===== src/rtl/jpeg_capture_pkg.sv =====
// Shared types and helpers for the JPEG capture controller.
// Contents:
//   capState_e - capture sequencer states
//   capMode_e  - capture modes sampled on start
//   BYTE_W     - bits per byte
//   bankWidth  - index width for a bank count (at least one bit)
package jpeg_capture_pkg;

  localparam int BYTE_W = 8;

  typedef enum logic [2:0] {
    S_IDLE,
    S_WAIT_BANK,
    S_RESET,
    S_WAIT_EOF,
    S_WAIT_SOF,
    S_COMPRESS,
    S_COMMIT
  } capState_e;

  typedef enum logic [1:0] {
    MODE_SINGLE     = 2'd0,
    MODE_CONTINUOUS = 2'd1,
    MODE_BURST      = 2'd2,
    MODE_RESERVED   = 2'd3
  } capMode_e;

  // A single bank still needs a one-bit index so that ports never collapse to zero width.
  function automatic int bankWidth(input int n);
    return (n > 1) ? $clog2(n) : 1;
  endfunction

endpackage


===== src/rtl/jcap_gearbox.sv =====
// Narrows encoder beats of IN_BYTES into image-buffer words of OUT_BYTES.
// Ports:
//   clk_i, rst_i     - clock, asynchronous active-high reset
//   en_i             - accept new beats (capture is compressing)
//   flush_i          - drop any pending words
//   in_data_i        - encoder beat, byte 0 in the low bits
//   in_bytes_i       - valid bytes in beat (low bytes)
//   in_tlast_i       - beat is the last of the image
//   in_valid_i       - beat valid
//   in_hold_o        - backpressure to the encoder
//   word_o           - current output word, unused bytes zero
//   word_valid_o     - word_o carries a word this cycle
//   word_last_o      - this is the final word of the image
module jcap_gearbox
  import jpeg_capture_pkg::*;
#(
  parameter int IN_BYTES  = 16,
  parameter int OUT_BYTES = 4
) (
  input  logic                          clk_i,
  input  logic                          rst_i,
  input  logic                          en_i,
  input  logic                          flush_i,
  input  logic [BYTE_W*IN_BYTES-1:0]    in_data_i,
  input  logic [$clog2(IN_BYTES):0]     in_bytes_i,
  input  logic                          in_tlast_i,
  input  logic                          in_valid_i,
  output logic                          in_hold_o,
  output logic [BYTE_W*OUT_BYTES-1:0]   word_o,
  output logic                          word_valid_o,
  output logic                          word_last_o
);

  localparam int WORDS = IN_BYTES / OUT_BYTES;
  localparam int WCW   = $clog2(WORDS + 1);
  localparam int IBW   = $clog2(IN_BYTES) + 1;

  logic [BYTE_W*IN_BYTES-1:0] beat_q, beat_d, maskedData;
  logic [WCW-1:0]             left_q, left_d, inWords;
  logic [IBW:0]               roundUp;
  logic                       tlast_q, tlast_d;
  logic                       accept;

  // Bytes beyond in_bytes are zeroed so the padding of the last word is clean.
  always_comb begin
    maskedData = '0;
    for (int b = 0; b < IN_BYTES; b++) begin
      if (IBW'(b) < in_bytes_i) begin
        maskedData[BYTE_W*b +: BYTE_W] = in_data_i[BYTE_W*b +: BYTE_W];
      end
    end
    roundUp = {1'b0, in_bytes_i} + (IBW+1)'(OUT_BYTES - 1);
    inWords = WCW'(roundUp >> $clog2(OUT_BYTES));
  end

  // The final beat of an image is held until all its words leave, so a beat of the
  // next image can never slip in on the cycle the controller moves to commit.
  assign in_hold_o    = en_i && ((left_q > WCW'(1)) || ((left_q != '0) && tlast_q));
  assign accept       = en_i && in_valid_i && !in_hold_o;
  assign word_o       = beat_q[BYTE_W*OUT_BYTES-1:0];
  assign word_valid_o = (left_q != '0);
  assign word_last_o  = (left_q == WCW'(1)) && tlast_q;

  always_comb begin
    beat_d  = beat_q;
    left_d  = left_q;
    tlast_d = tlast_q;
    if (left_q != '0) begin
      beat_d = beat_q >> (BYTE_W * OUT_BYTES);
      left_d = left_q - WCW'(1);
    end
    if (accept) begin
      beat_d  = maskedData;
      left_d  = inWords;
      tlast_d = in_tlast_i;
    end
    if (flush_i) begin
      left_d  = '0;
      tlast_d = 1'b0;
    end
  end

  always_ff @(posedge clk_i or posedge rst_i) begin
    if (rst_i) begin
      beat_q  <= '0;
      left_q  <= '0;
      tlast_q <= 1'b0;
    end else begin
      beat_q  <= beat_d;
      left_q  <= left_d;
      tlast_q <= tlast_d;
    end
  end

endmodule


===== src/rtl/jpeg_capture_ctrl.sv =====
// Capture sequencer and output stage between the JPEG encoder and the image buffer.
// Arms the encoder once per frame, narrows encoder beats into addressed buffer words and
// rotates through NUM_BANKS image banks, reporting overflow and frame-wait timeouts.
// Ports:
//   pixel_clock_in / pixel_reset_in          - clock, asynchronous active-high reset
//   start_capture_in / stop_capture_in       - start pulse, abort pulse (abort wins)
//   mode_in, burst_count_in                  - capture mode and burst length, sampled on start
//   bank_release_in                          - per-bank pulse: consumer done with bank
//   frame_valid_in                           - sensor frame valid
//   jpeg_reset_n_out, jpeg_en_out            - encoder reset and sensor gate
//   in_data/in_bytes/in_tlast/in_valid/in_hold - encoder stream with backpressure
//   data_out/address_out/bank_out/data_valid_out - image-buffer write port
//   image_valid_out/image_size_out/image_bank_out - committed image report
//   overflow_out, timeout_out, busy_out      - status
module jpeg_capture_ctrl
  import jpeg_capture_pkg::*;
#(
  parameter int IN_BYTES     = 16,
  parameter int OUT_BYTES    = 4,
  parameter int NUM_BANKS    = 2,
  parameter int BANK_BYTES   = 65536,
  parameter int RESET_CYCLES = 2,
  parameter int TIMEOUT      = 2**22
) (
  input  logic                               pixel_clock_in,
  input  logic                               pixel_reset_in,
  input  logic                               start_capture_in,
  input  logic                               stop_capture_in,
  input  logic [1:0]                         mode_in,
  input  logic [7:0]                         burst_count_in,
  input  logic [NUM_BANKS-1:0]               bank_release_in,
  input  logic                               frame_valid_in,
  output logic                               jpeg_reset_n_out,
  output logic                               jpeg_en_out,
  input  logic [BYTE_W*IN_BYTES-1:0]         in_data,
  input  logic [$clog2(IN_BYTES):0]          in_bytes,
  input  logic                               in_tlast,
  input  logic                               in_valid,
  output logic                               in_hold,
  output logic [BYTE_W*OUT_BYTES-1:0]        data_out,
  output logic [$clog2(BANK_BYTES)-1:0]      address_out,
  output logic [bankWidth(NUM_BANKS)-1:0]    bank_out,
  output logic                               data_valid_out,
  output logic                               image_valid_out,
  output logic [$clog2(BANK_BYTES):0]        image_size_out,
  output logic [bankWidth(NUM_BANKS)-1:0]    image_bank_out,
  output logic                               overflow_out,
  output logic                               timeout_out,
  output logic                               busy_out
);

  localparam int AW = $clog2(BANK_BYTES);
  localparam int BW = bankWidth(NUM_BANKS);
  localparam int TW = $clog2(TIMEOUT + RESET_CYCLES + 1);

  capState_e            state_q, state_d;
  capMode_e             mode_q, mode_d;
  logic [TW-1:0]        timer_q, timer_d;
  logic [7:0]           framesLeft_q, framesLeft_d;
  logic [NUM_BANKS-1:0] full_q, full_d;
  logic [BW-1:0]        ptr_q, ptr_d, curBank_q, curBank_d;
  logic [AW:0]          addr_q, addr_d, size_q, size_d, imgSize_q, imgSize_d;
  logic [BW-1:0]        imgBank_q, imgBank_d;
  logic                 imgOvf_q, imgOvf_d, ovf_q, ovf_d, tmo_q, tmo_d;
  logic                 stopPulse_q, stopPulse_d, imgValid_q, imgValid_d;

  logic                 gbEn, beatAccept, wordValid, wordLast;
  logic                 freeFound;
  logic [BW-1:0]        freeBank;
  logic [BW:0]          idxW;

  assign gbEn       = (state_q == S_COMPRESS) && !stop_capture_in;
  assign beatAccept = gbEn && in_valid && !in_hold;

  jcap_gearbox #(
    .IN_BYTES  (IN_BYTES),
    .OUT_BYTES (OUT_BYTES)
  ) u_gearbox (
    .clk_i        (pixel_clock_in),
    .rst_i        (pixel_reset_in),
    .en_i         (gbEn),
    .flush_i      (stop_capture_in),
    .in_data_i    (in_data),
    .in_bytes_i   (in_bytes),
    .in_tlast_i   (in_tlast),
    .in_valid_i   (in_valid),
    .in_hold_o    (in_hold),
    .word_o       (data_out),
    .word_valid_o (wordValid),
    .word_last_o  (wordLast)
  );

  // Round-robin search: scanning offsets high to low lets the smallest offset from the
  // pointer win, i.e. the lowest free bank at or after the pointer.
  always_comb begin
    freeFound = 1'b0;
    freeBank  = '0;
    idxW      = '0;
    for (int i = NUM_BANKS - 1; i >= 0; i--) begin
      idxW = {1'b0, ptr_q} + (BW+1)'(i);
      if (idxW >= (BW+1)'(NUM_BANKS)) idxW = idxW - (BW+1)'(NUM_BANKS);
      if (!full_q[idxW[BW-1:0]]) begin
        freeFound = 1'b1;
        freeBank  = idxW[BW-1:0];
      end
    end
  end

  // Sequencer next state; an abort at the end overrides everything including a commit.
  always_comb begin
    state_d      = state_q;
    mode_d       = mode_q;
    timer_d      = timer_q;
    framesLeft_d = framesLeft_q;
    full_d       = full_q & ~bank_release_in;
    ptr_d        = ptr_q;
    curBank_d    = curBank_q;
    addr_d       = addr_q;
    size_d       = size_q;
    imgSize_d    = imgSize_q;
    imgBank_d    = imgBank_q;
    imgOvf_d     = imgOvf_q;
    ovf_d        = ovf_q;
    tmo_d        = tmo_q;
    stopPulse_d  = 1'b0;
    imgValid_d   = 1'b0;

    case (state_q)
      S_IDLE: begin
        if (start_capture_in) begin
          mode_d       = (mode_in == 2'd3) ? MODE_SINGLE : capMode_e'(mode_in);
          framesLeft_d = (mode_in != 2'd2) ? 8'd1 :
                         (burst_count_in == 8'd0) ? 8'd1 : burst_count_in;
          ovf_d        = 1'b0;
          tmo_d        = 1'b0;
          state_d      = S_WAIT_BANK;
        end
      end
      S_WAIT_BANK: begin
        if (freeFound) begin
          curBank_d = freeBank;
          timer_d   = '0;
          state_d   = S_RESET;
        end
      end
      S_RESET: begin
        timer_d = timer_q + TW'(1);
        if (timer_q == TW'(RESET_CYCLES - 1)) begin
          timer_d = '0;
          state_d = S_WAIT_EOF;
        end
      end
      S_WAIT_EOF, S_WAIT_SOF: begin
        timer_d = timer_q + TW'(1);
        if ((state_q == S_WAIT_EOF) && !frame_valid_in) begin
          timer_d = '0;
          state_d = S_WAIT_SOF;
        end else if ((state_q == S_WAIT_SOF) && frame_valid_in) begin
          addr_d   = '0;
          size_d   = '0;
          imgOvf_d = 1'b0;
          state_d  = S_COMPRESS;
        end else if (timer_q == TW'(TIMEOUT - 1)) begin
          tmo_d   = 1'b1;
          state_d = S_IDLE;
        end
      end
      S_COMPRESS: begin
        if (beatAccept) size_d = size_q + (AW+1)'(in_bytes);
        // Address bit AW set means the word falls past the bank; it is swallowed.
        if (wordValid) begin
          if (addr_q[AW]) begin
            ovf_d    = 1'b1;
            imgOvf_d = 1'b1;
          end else begin
            addr_d = addr_q + (AW+1)'(OUT_BYTES);
          end
          if (wordLast) state_d = S_COMMIT;
        end
      end
      S_COMMIT: begin
        if (!imgOvf_q) begin
          imgValid_d        = 1'b1;
          imgSize_d         = size_q;
          imgBank_d         = curBank_q;
          full_d[curBank_q] = 1'b1;
          ptr_d = (curBank_q == BW'(NUM_BANKS - 1)) ? '0 : curBank_q + BW'(1);
        end
        if (mode_q == MODE_CONTINUOUS) begin
          state_d = S_WAIT_BANK;
        end else if (framesLeft_q <= 8'd1) begin
          state_d = S_IDLE;
        end else begin
          framesLeft_d = framesLeft_q - 8'd1;
          state_d      = S_WAIT_BANK;
        end
      end
      default: state_d = S_IDLE;
    endcase

    if (stop_capture_in) begin
      state_d     = S_IDLE;
      stopPulse_d = 1'b1;
      imgValid_d  = 1'b0;
      imgSize_d   = imgSize_q;
      imgBank_d   = imgBank_q;
      full_d      = full_q & ~bank_release_in;
      ptr_d       = ptr_q;
    end
  end

  always_ff @(posedge pixel_clock_in or posedge pixel_reset_in) begin
    if (pixel_reset_in) begin
      state_q      <= S_IDLE;
      mode_q       <= MODE_SINGLE;
      timer_q      <= '0;
      framesLeft_q <= '0;
      full_q       <= '0;
      ptr_q        <= '0;
      curBank_q    <= '0;
      addr_q       <= '0;
      size_q       <= '0;
      imgSize_q    <= '0;
      imgBank_q    <= '0;
      imgOvf_q     <= 1'b0;
      ovf_q        <= 1'b0;
      tmo_q        <= 1'b0;
      stopPulse_q  <= 1'b0;
      imgValid_q   <= 1'b0;
    end else begin
      state_q      <= state_d;
      mode_q       <= mode_d;
      timer_q      <= timer_d;
      framesLeft_q <= framesLeft_d;
      full_q       <= full_d;
      ptr_q        <= ptr_d;
      curBank_q    <= curBank_d;
      addr_q       <= addr_d;
      size_q       <= size_d;
      imgSize_q    <= imgSize_d;
      imgBank_q    <= imgBank_d;
      imgOvf_q     <= imgOvf_d;
      ovf_q        <= ovf_d;
      tmo_q        <= tmo_d;
      stopPulse_q  <= stopPulse_d;
      imgValid_q   <= imgValid_d;
    end
  end

  assign jpeg_reset_n_out = !((state_q == S_RESET) || stopPulse_q);
  assign jpeg_en_out      = (state_q == S_WAIT_SOF) || (state_q == S_COMPRESS);
  assign busy_out         = (state_q != S_IDLE);
  assign data_valid_out   = (state_q == S_COMPRESS) && wordValid && !addr_q[AW];
  assign address_out      = addr_q[AW-1:0];
  assign bank_out         = curBank_q;
  assign image_valid_out  = imgValid_q;
  assign image_size_out   = imgSize_q;
  assign image_bank_out   = imgBank_q;
  assign overflow_out     = ovf_q;
  assign timeout_out      = tmo_q;

endmodule

===== config.mk =====
export PLATFORM = sky130hd
export DESIGN_NAME = jpeg_capture_ctrl
export DESIGN_NICKNAME = d
export VERILOG_FILES = /design/src/rtl/jpeg_capture_pkg.sv /design/src/rtl/jcap_gearbox.sv /design/src/rtl/jpeg_capture_ctrl.sv
export SDC_FILE = /design/constraint.sdc
export NUM_CORES = 1
export LEC_CHECK = 0
export CAP_MARGIN = 20
export CORE_MARGIN = 2
export CORE_UTILIZATION = 45
export DETAILED_ROUTE_END_ITERATION = 8
export GPL_ROUTABILITY_DRIVEN = 0
export GPL_TIMING_DRIVEN = 0
export PLACE_DENSITY_LB_ADDON = 0.15
export SLEW_MARGIN = 5
export SYNTH_ARGS = -nofsm -noshare
export SYNTH_HDL_FRONTEND = slang
export SYNTH_HIERARCHICAL = 1
export SYNTH_SLANG_ARGS = --single-unit

===== constraint.sdc =====
create_clock -name pixel_clock_in -period 8.15 [get_ports pixel_clock_in]
set_input_delay 1.63 -clock pixel_clock_in [delete_from_list [all_inputs] [get_ports pixel_clock_in]]
set_output_delay 1.63 -clock pixel_clock_in [all_outputs]
set_load 0.005 [all_outputs]

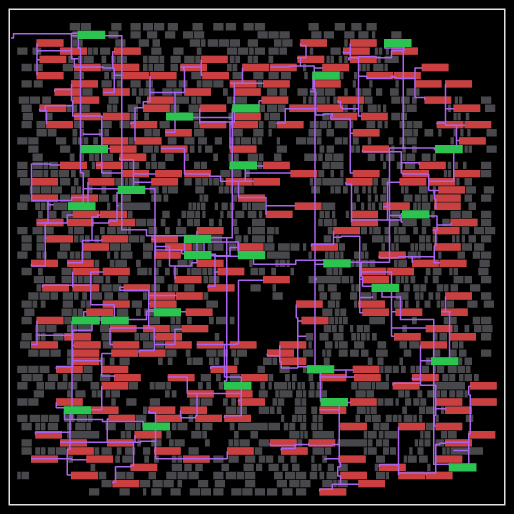
Figure 1: clock network drawn from the DEF.
Scale: 3 px per µm.
Key: green = cells driving clock nets [count 26]; red = flip-flops [count 227]; purple = clock wires [length 2990 µm]
Position of the flops: spread over the die. There are 27 routed clock nets.
Clock Power: 1260 µW
part of the power in the clock network: 35.1%

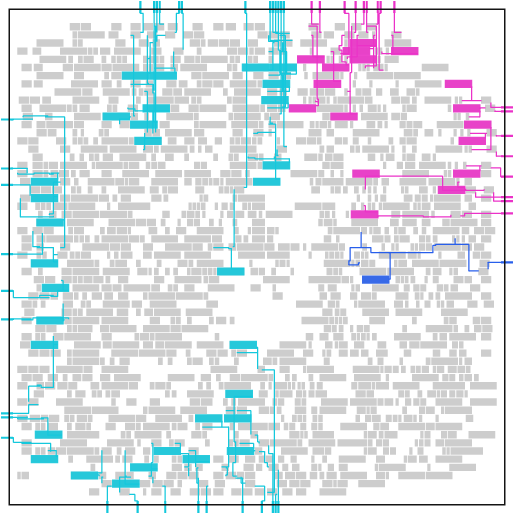
Figure 2: port wiring.
Scale: 3 px per µm.
Key: blue = bank_out [bits 1, direction output, end cells 1, buffers 1, wire 90.6 µm]; magenta = image_size_out [bits 17, direction output, end cells 17, buffers 17, wire 449 µm]; cyan = data_out [bits 32, direction output, end cells 32, buffers 64, wire 1310 µm]

==> metrics.log <==
[flow] final metrics
[metrics] status: finished, final reports clean
[metrics] simple-gate share of the synthesized area: 16.7%
[metrics] pin count of the biggest net entering global routing: 86
[metrics] hold-fix buffer count after cts: 0
[metrics] total power divided by cell area: 235 nW/µm²
[metrics] layout clock buffer count: 35
[metrics] combinational share of power: 29.0%
[metrics] average cell area after synthesis: 9.96 µm²
[metrics] cell total in the yosys stat output: 1167
[metrics] Slowest-stage cell, CP: clkdlybuf4s50_1
[metrics] internal power of the cells: 2460 µW
[metrics] final net count: 1587
[metrics] compound-cell area share of the yosys netlist: 14.5%
[metrics] most used flip-flop cell: dfrtp_1
[metrics] post-DR vias/cell: 5.51
[metrics] initial antenna violation count: 3
[metrics] share of the yosys chip area belonging to registers: 48.9%
[metrics] max-slew violations: 0
[metrics] largest fanout on the critical path: 13
[metrics] CP Launch Type: input port
[metrics] main logic family after synthesis: simple AND/OR/NAND/NOR gates
[metrics] total stage count of the critical path: 4
[metrics] Worst Hold Launch: image_size_out[15]
[metrics] count of cells resized by post-cts repair: 0
[metrics] Seq. cell area: 5680 µm²
[metrics] worst ir drop on vdd: 0.154 mV
[metrics] synthesized instance count: 1167
[metrics] category of the critical setup timing path: input port to primary output
[metrics] cell-by-cell listing of the critical path: clkdlybuf4s50_1, nor2_1, o31a_1, clkdlybuf4s50_1
[metrics] DIE WIDTH: 165 µm
[metrics] end of the worst register-to-register path: addr_q[15]
[metrics] average wire per standard cell: 18.3 µm
[metrics] TritonCTS Buffers: 26
[metrics] worst-margin pin slew: 820 ps
[metrics] Final non-clock buffer share: 19.8%
[metrics] final wirelength: 32500 µm
[metrics] CTS tree: built
[metrics] max_cap viols: 0
[metrics] synthesized-area fraction occupied by xor and xnor cells: 2.34%
[metrics] final sum of negative setup slack: 0 ps
[metrics] chip height: 165 µm
[metrics] number of flip-flops and latches in the synthesized netlist: 227
[metrics] register share of total power: 35.9%
[metrics] Hold Path Class: flip-flop to flip-flop
[metrics] largest class: registers
[metrics] number of fill cells in the layout: 2197
[metrics] Worst Hold Margin: 472 ps
[metrics] multi-input logic area: 5120 µm²
[metrics] buffer count excluding the clock tree in the final layout: 348
[metrics] count of synthesis-stage warnings from yosys: 6
[metrics] flop count: 227
[metrics] overall fraction of global-route tracks in use: 24.2%
[metrics] launch point of the critical path: stop_capture_in
[metrics] post-placement worst setup slack: 3100 ps
[metrics] Antenna Nets Post-Route: 0
[metrics] slowest cell delay on critical path: 690 ps
[metrics] endpoint type of the worst setup path: primary output
[metrics] multi-input logic portion of the cell area: 33.5%
[metrics] power of the sequential group: 1290 µW
[metrics] post-CTS setup repair buffer count: 0
[metrics] first-pass GRT wire length: 52300 µm
[metrics] leading cell type in the layout, fill and taps excluded: dfrtp_1
[metrics] required time worst endpoint: 6520 ps
[metrics] final setup margin: 3120 ps
[metrics] Non-clk invs: 23
[metrics] post-synthesis cell type count: 71
[metrics] time the final worst path needs with I/O delays and setup: 5030 ps
[metrics] relative area change from synthesis to final layout: 31.5%
[metrics] largest registers in the final layout: u_gearbox/beat_q x128, timer_q x23
[metrics] DRC errors left: 0
[metrics] CP Buf/Inv Count: 2
[metrics] total core area: 25300 µm²
[metrics] Die Size: 27100 µm²
[metrics] Setup crit end: in_hold
[metrics] yosys-reported design area after synthesis: 11600 µm²
[metrics] proportion of synthesized flip-flops having asynchronous set or reset: 100%
[metrics] GRT overflow: 0
[metrics] fin crit share: 61.7%
==> worst min path at each step <==
stage                    endpoint  slack (ps)  cells after the start
2_1_floorplan               ptr_q         450                      2
3_3_place_gp   image_size_out[13]         460                      2
3_5_place_dp   image_size_out[15]         460                      2
4_1_cts        image_size_out[15]         480                      2
5_1_grt        image_size_out[12]         510                      2
6_report       image_size_out[15]         470                      2
==> routing by layer <==
layer,global-route usage (%),share of wire [%],up-vias
met3,5.30,6.8,62
met1,30.1,41,4723
met4,7.91,2.9,2
li1,-,-,4659
met5,0,0.046,-
met2,42.0,50,317
==> synth_stat cells (6+ instances only) <==
cell,instances,area [µm²]
dfrtp_1,227,5680
o21ai_0,116,581
nand3_1,114,571
mux2i_1,102,1020
nand2_1,90,338
nor2_1,58,218
buf_4,53,398
clkbuf_1,35,131
a22o_1,34,298
a21oi_1,32,160
buf_2,26,130
xor2_1,25,219
inv_1,22,82.6
nand4_1,19,119
and3_1,13,81.3
ha_1,13,163
o21ai_1,13,65.1
nand2b_1,10,62.6
nor3_1,10,50.1
nor4_1,10,62.6
a21o_1,8,60.1
a31oi_1,8,50.1
o31ai_1,8,60.1
or3_1,8,50.1
nand3b_1,7,52.6
or4_1,7,52.6
and2_1,6,37.5
and4_1,6,52.6
buf_6,6,67.6
xnor2_1,6,52.6
==> stage by stage <==
| step | util (%) | power, µW | cell area [µm²] |
|---|---|---|---|
| 6_report | 60.5 | 3600 | 15300 |
| 5_1_grt | 60.5 | 3770 | 15300 |
| 2_1_floorplan | - | 2000 | 11600 |
| 3_3_place_gp | 56.5 | 2340 | 14300 |
| 3_5_place_dp | 56.7 | 2360 | 14300 |
| 4_1_cts | 60.5 | 3630 | 15300 |
Power is estimated from default activity; no workload was simulated.
